### src/rtl/vending_machine_client.sv
// Customer-side agent: inserts coins, requests dispense, answers serve/change.
// Optional watchdog enabled by defining VM_CLIENT_WATCHDOG_EN.
module vending_machine_client #(
  parameter int PRICE      = 8,
  parameter int SERVE_LAT  = 2,
  parameter int CHANGE_LAT = 1,
  parameter int CW         = 8
) (
  input  logic          clk,
  input  logic          rst,
  input  logic          req_vld,
  output logic          req_rdy,
  input  logic [3:0]    req_nickels,
  input  logic [3:0]    req_dimes,
  input  logic [3:0]    req_quarters,
  output logic          client_nickel,
  output logic          client_dime,
  output logic          client_quarter,
  output logic          client_dispense,
  input  logic          client_enough_r,
  input  logic          serve_emit_irn_bru_r,
  output logic          serve_done,
  input  logic          change_emit_dime_r,
  output logic          change_done,
  output logic          rsp_vld,
  output logic [CW-1:0] rsp_change,
  output logic          rsp_err
);

  localparam int LW = 8;

  typedef enum logic [2:0] {
    IDLE, INSERT, WAIT_ENOUGH, DISPENSE, SERVE, CHANGE, RESP
  } state_t;

  state_t        state, state_n;
  logic [3:0]    n_q, d_q, q_q;
  logic [CW-1:0] credit, exp_chg, rcvd;
  logic          err;
  logic [LW-1:0] scnt, ccnt;
  logic          armed;
  logic          coin_n, coin_d, coin_q, disp;

  logic [CW-1:0] total, coin_val, credit_nx;
  logic          pick_q, pick_d;
  logic          serve_fire, change_fire, emit, last;
  logic          wd_hit;

  assign total = CW'(req_nickels) + (CW'(req_dimes) << 1)
               + CW'(req_quarters) * CW'(5);

  assign pick_q    = (q_q != 4'd0);
  assign pick_d    = !pick_q && (d_q != 4'd0);
  assign coin_val  = pick_q ? CW'(5) : (pick_d ? CW'(2) : CW'(1));
  assign credit_nx = credit + coin_val;

  assign serve_fire  = (state == SERVE) && (scnt == '0);
  assign change_fire = (state == CHANGE) && armed && (ccnt == '0);
  assign emit        = (state == CHANGE) && change_emit_dime_r;
  // an emit landing on the done cycle keeps the exchange open
  assign last        = change_fire && !emit && (rcvd >= exp_chg);

`ifdef VM_CLIENT_WATCHDOG_EN
  logic [9:0] wd;
  logic       wd_zone;

  assign wd_zone = (state == WAIT_ENOUGH) || (state == DISPENSE)
                || (state == SERVE) || (state == CHANGE);
  assign wd_hit  = wd_zone && (wd == 10'h3FF);

  always_ff @(posedge clk) begin
    if (!rst) wd <= '0;
    else if (state_n != state) wd <= '0;
    else if (wd_zone) wd <= wd + 10'd1;
  end
`else
  assign wd_hit = 1'b0;
`endif

  always_comb begin
    state_n = state;
    case (state)
      IDLE: if (req_vld)
        state_n = (total < CW'(PRICE)) ? RESP : INSERT;
      INSERT: if (credit_nx >= CW'(PRICE)) state_n = WAIT_ENOUGH;
      WAIT_ENOUGH: if (client_enough_r) state_n = DISPENSE;
      DISPENSE: if (serve_emit_irn_bru_r) state_n = SERVE;
      SERVE: if (serve_fire)
        state_n = (exp_chg == '0) ? RESP : CHANGE;
      CHANGE: if (last) state_n = RESP;
      RESP: state_n = IDLE;
      default: state_n = IDLE;
    endcase
    if (wd_hit) state_n = RESP;
  end

  always_ff @(posedge clk) begin
    if (!rst) begin
      state   <= IDLE;
      n_q     <= '0;
      d_q     <= '0;
      q_q     <= '0;
      credit  <= '0;
      exp_chg <= '0;
      rcvd    <= '0;
      err     <= 1'b0;
      scnt    <= '0;
      ccnt    <= '0;
      armed   <= 1'b0;
      coin_n  <= 1'b0;
      coin_d  <= 1'b0;
      coin_q  <= 1'b0;
      disp    <= 1'b0;
    end else begin
      state  <= state_n;
      coin_n <= 1'b0;
      coin_d <= 1'b0;
      coin_q <= 1'b0;
      disp   <= (state_n == DISPENSE);
      case (state)
        IDLE: if (req_vld) begin
          n_q     <= req_nickels;
          d_q     <= req_dimes;
          q_q     <= req_quarters;
          credit  <= '0;
          exp_chg <= '0;
          rcvd    <= '0;
          armed   <= 1'b0;
          err     <= (total < CW'(PRICE));
        end
        INSERT: begin
          credit <= credit_nx;
          if (pick_q) begin
            coin_q <= 1'b1;
            q_q    <= q_q - 4'd1;
          end else if (pick_d) begin
            coin_d <= 1'b1;
            d_q    <= d_q - 4'd1;
          end else begin
            coin_n <= 1'b1;
            if (n_q != 4'd0) n_q <= n_q - 4'd1;
          end
          if (credit_nx >= CW'(PRICE))
            exp_chg <= credit_nx - CW'(PRICE);
        end
        DISPENSE: if (serve_emit_irn_bru_r)
          scnt <= LW'(SERVE_LAT - 1);
        SERVE: if (scnt != '0) scnt <= scnt - 1'b1;
        CHANGE: begin
          if (emit) begin
            rcvd  <= rcvd + 1'b1;
            armed <= 1'b1;
            ccnt  <= LW'(CHANGE_LAT - 1);
            if (armed) err <= 1'b1;
          end else if (change_fire) begin
            armed <= 1'b0;
          end else if (armed) begin
            ccnt <= ccnt - 1'b1;
          end
        end
        default: ;
      endcase
      if (wd_hit) err <= 1'b1;
    end
  end

  assign req_rdy         = (state == IDLE);
  assign client_nickel   = coin_n;
  assign client_dime     = coin_d;
  assign client_quarter  = coin_q;
  assign client_dispense = disp;
  assign serve_done      = serve_fire;
  assign change_done     = change_fire;
  assign rsp_vld         = (state == RESP);
  assign rsp_change      = (state == RESP) ? rcvd : '0;
  assign rsp_err         = (state == RESP) && err;

endmodule
### config.mk
export PLATFORM = sky130hd
export DESIGN_NAME = vending_machine_client
export DESIGN_NICKNAME = d
export VERILOG_FILES = /design/src/rtl/vending_machine_client.sv
export SDC_FILE = /design/constraint.sdc
export NUM_CORES = 1
export LEC_CHECK = 0
export ABC_CLOCK_PERIOD_IN_PS = 5820
export CAP_MARGIN = 0
export CORE_ASPECT_RATIO = 1.75
export CORE_MARGIN = 4
export CORE_UTILIZATION = 59
export CTS_BUF_LIST = sky130_fd_sc_hd__clkbuf_8
export CTS_CLUSTER_DIAMETER = 40
export DETAILED_ROUTE_END_ITERATION = 6
export PLACE_DENSITY = 0.8
export REMOVE_ABC_BUFFERS = 1
export SYNTH_ARGS = -nofsm -noshare
export SYNTH_HDL_FRONTEND = slang
export SYNTH_SLANG_ARGS = --single-unit
### constraint.sdc
create_clock -name clk -period 5.82 [get_ports clk]
set_clock_uncertainty 0.2 [all_clocks]
set_input_delay 1.455 -clock clk [delete_from_list [all_inputs] [get_ports clk]]
set_output_delay 1.455 -clock clk [all_outputs]
set_load 0.1 [all_outputs]
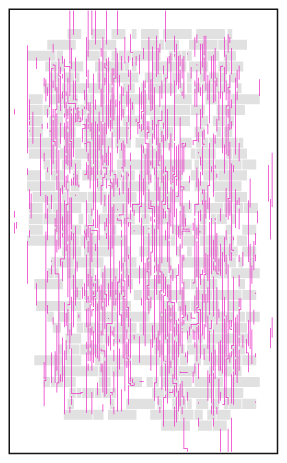
Fig. 1. Metal 2.
(4 px per um)
- share of all routed wire: 55%
- main direction: vertical
- longest straight run: 37.2 um
- nets with wire on the layer: 453
WL final: 8370 um
detailed-route via count: 3242
M2 GR Usage: 0.443

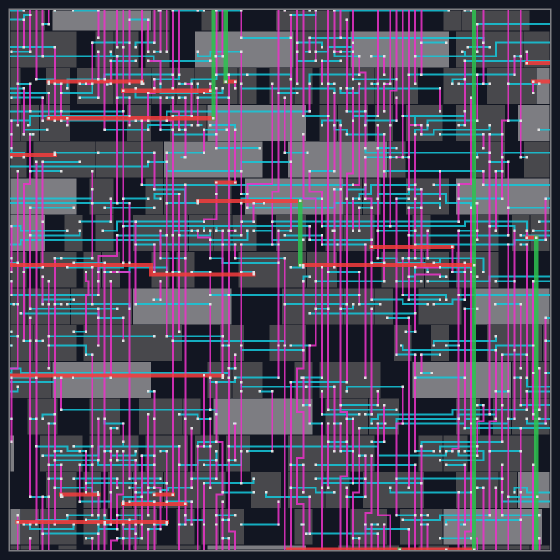
Fig. 2. Close-up of the layout.
Window x 13 to 53, y 35 to 75 um. Cells in grey, sequential cells in the stronger grey; small squares are vias.
- metal 3: red
- metal 2: magenta
- metal 4: green
- metal 1: cyan
- most frequent: nand2_1 (18), nor2_1 (16), dfxtp_1 (15)
- netlist names of flops here include: exp_chg (4), q_q (3), credit (2)
- cells with their middle in the window: 153
- sequential cells in the window: 15

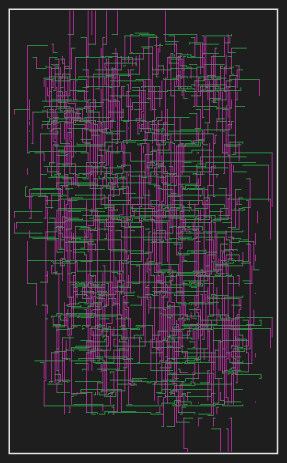
Fig. 3. Signal wires by layer.
(4 px per um) Only two layers are drawn.
- metal 2: magenta (wire length 4570 um)
- metal 1: green (wire length 3260 um)
drt wl/cell: 15.4 um
GRT Overall Usage: 0.245

==> flow_summary.yaml <==
# flow metrics
clocking:
  clock-sinks: 57
  cts_buffers: 9
  cts_tree: "done"
  cts-resized-gates: 0
  clock_path_buffers: 2
finish:
  nets: 516
  lay_top_count: "nor2_1"
  drive_above_1_share: 0.0535
  flop_area_sq_um: 1140
  num-fill-cells: 518
setup_path:
  reg2reg_slack_ns: 2.04
  crit_slowest_cell: "fa_1"
  arrival_ns: 4.98
pwr:
  power_mw: 1.51
  p_per_area_nw_per_um2: 371
  vdd_drop_max_mv: 0.412
job:
  tool_warnings: 25
route:
  drc: 0
  top_layer: "met4"
  detail-route-antenna-nets: 0
run_status:
  status: "completed"
sta:
  whs_ns: 0.263
  setup_tns_ns: 0
  fin_crit_ns: 4.96
worst_hold_path:
  holdPathEnd: "credit[0]$_SDFFE_PN0P_"
grt:
  grt-busiest-layer: "met2"
  grtUsageMet1: 0.261
  grt_pass1_wl_um: 14300
synth:
  synth_warnings: 0
  syn-cell-area_sq_um: 3560
  synth_area_per_cell_sq_um: 8.17
  ys_cells: 435
  aoi_share: 0.162
  area_leaders: "dfxtp_1 (32%), ha_1 (9.5%), nor2_1 (6.2%), a21oi_1 (4.1%), nand2_1 (4.0%)"
  synth_cell_types: 63
  top_cells_by_count: "nor2_1 (59), dfxtp_1 (57), nand2_1 (38)"
  adder_share: 0.129
  ys_top_logic_family: "simple AND/OR/NAND/NOR gates"
  ys_sh_mux: 0.00915
floorplan:
  num_rows: 37
  die-area_sq_um: 7380
placed_design:
  place.gp.congestion: 0.870
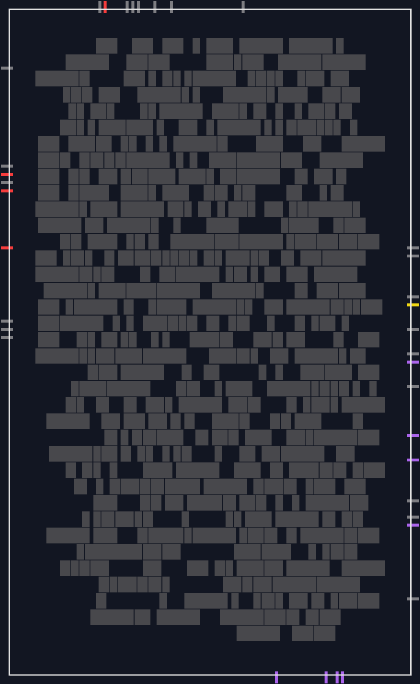
Fig. 4. Ports around the boundary.
(6 px per um) Pins as bars across the die edge, other pins in grey.
- rsp_change: purple (pins 8; direction output; edge 4 right, 4 bottom)
- client_enough_r: yellow (pins 1; direction input; edge right)
- req_dimes: red (pins 4; direction input; edge 3 left, 1 top)
Die X: 66.7 um
Port Buffers: 34

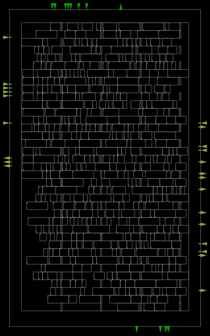
Fig. 5. Placed standard cells.
CORE AREA: 5880 sq um
Tapcells: 78
Seq/total area: 0.280
Flops: 57
final cell utilization of the core: 0.694

## report_power, final
part / switching [mW] / internal [mW] / total (mW)
clock network: 0.146 / 0.155 / 0.301
registers: 0.0524 / 0.442 / 0.495
logic: 0.473 / 0.244 / 0.717
total: 0.671 / 0.841 / 1.51
## per-stage QoR
step / setup WS, ns / std cells
3_3_place_gp: 0.668 / 532
3_5_place_dp: 0.505 / 532
2_1_floorplan: 1.27 / 420
4_1_cts: 0.858 / 545
5_1_grt: 0.640 / 545
6_report: 0.862 / 545
## worst register-to-register path, cell delays in order (launching register included)
cell and delay (ns):
dfxtp_1 0.32, inv_1 0.10, ha_1 0.20, nor3b_1 0.47
nand2_1 0.19, ha_1 0.27, fa_1 0.44, a2111oi_0 0.52
a21oi_1 0.11, o21ai_2 0.22, a21oi_4 0.16, or3_1 0.37
a21oi_1 0.14
## final cells by class
class / instances / share of cell area
Tap cell: 78 / 0.0239
Timing Repair Buffer: 34 / 0.0835
Inverter: 34 / 0.0313
Multi-Input combinational cell: 329 / 0.545
Sequential cell: 57 / 0.280
Clock buffer: 10 / 0.0338
Clock inverter: 3 / 0.00307
## how the worst max path moves through the flow
| stage | slack, ns | cells past startpoint | startpoint | to |
|---|---|---|---|---|
| 4_1_cts | 0.86 | 13 | req_quarters[3] | client_dispense$_SDFF_PN0_ |
| 3_5_place_dp | 0.51 | 13 | req_quarters[3] | client_dispense$_SDFF_PN0_ |
| 6_report | 0.86 | 13 | req_quarters[3] | client_dispense$_SDFF_PN0_ |
| 2_1_floorplan | 1.27 | 3 | state[2]$_SDFF_PN0_ | rsp_change[1] |
| 5_1_grt | 0.64 | 13 | req_quarters[3] | client_dispense$_SDFF_PN0_ |
| 3_3_place_gp | 0.67 | 13 | req_quarters[1] | client_dispense$_SDFF_PN0_ |
No activity file was given, so power comes from the tool's default toggle rates.
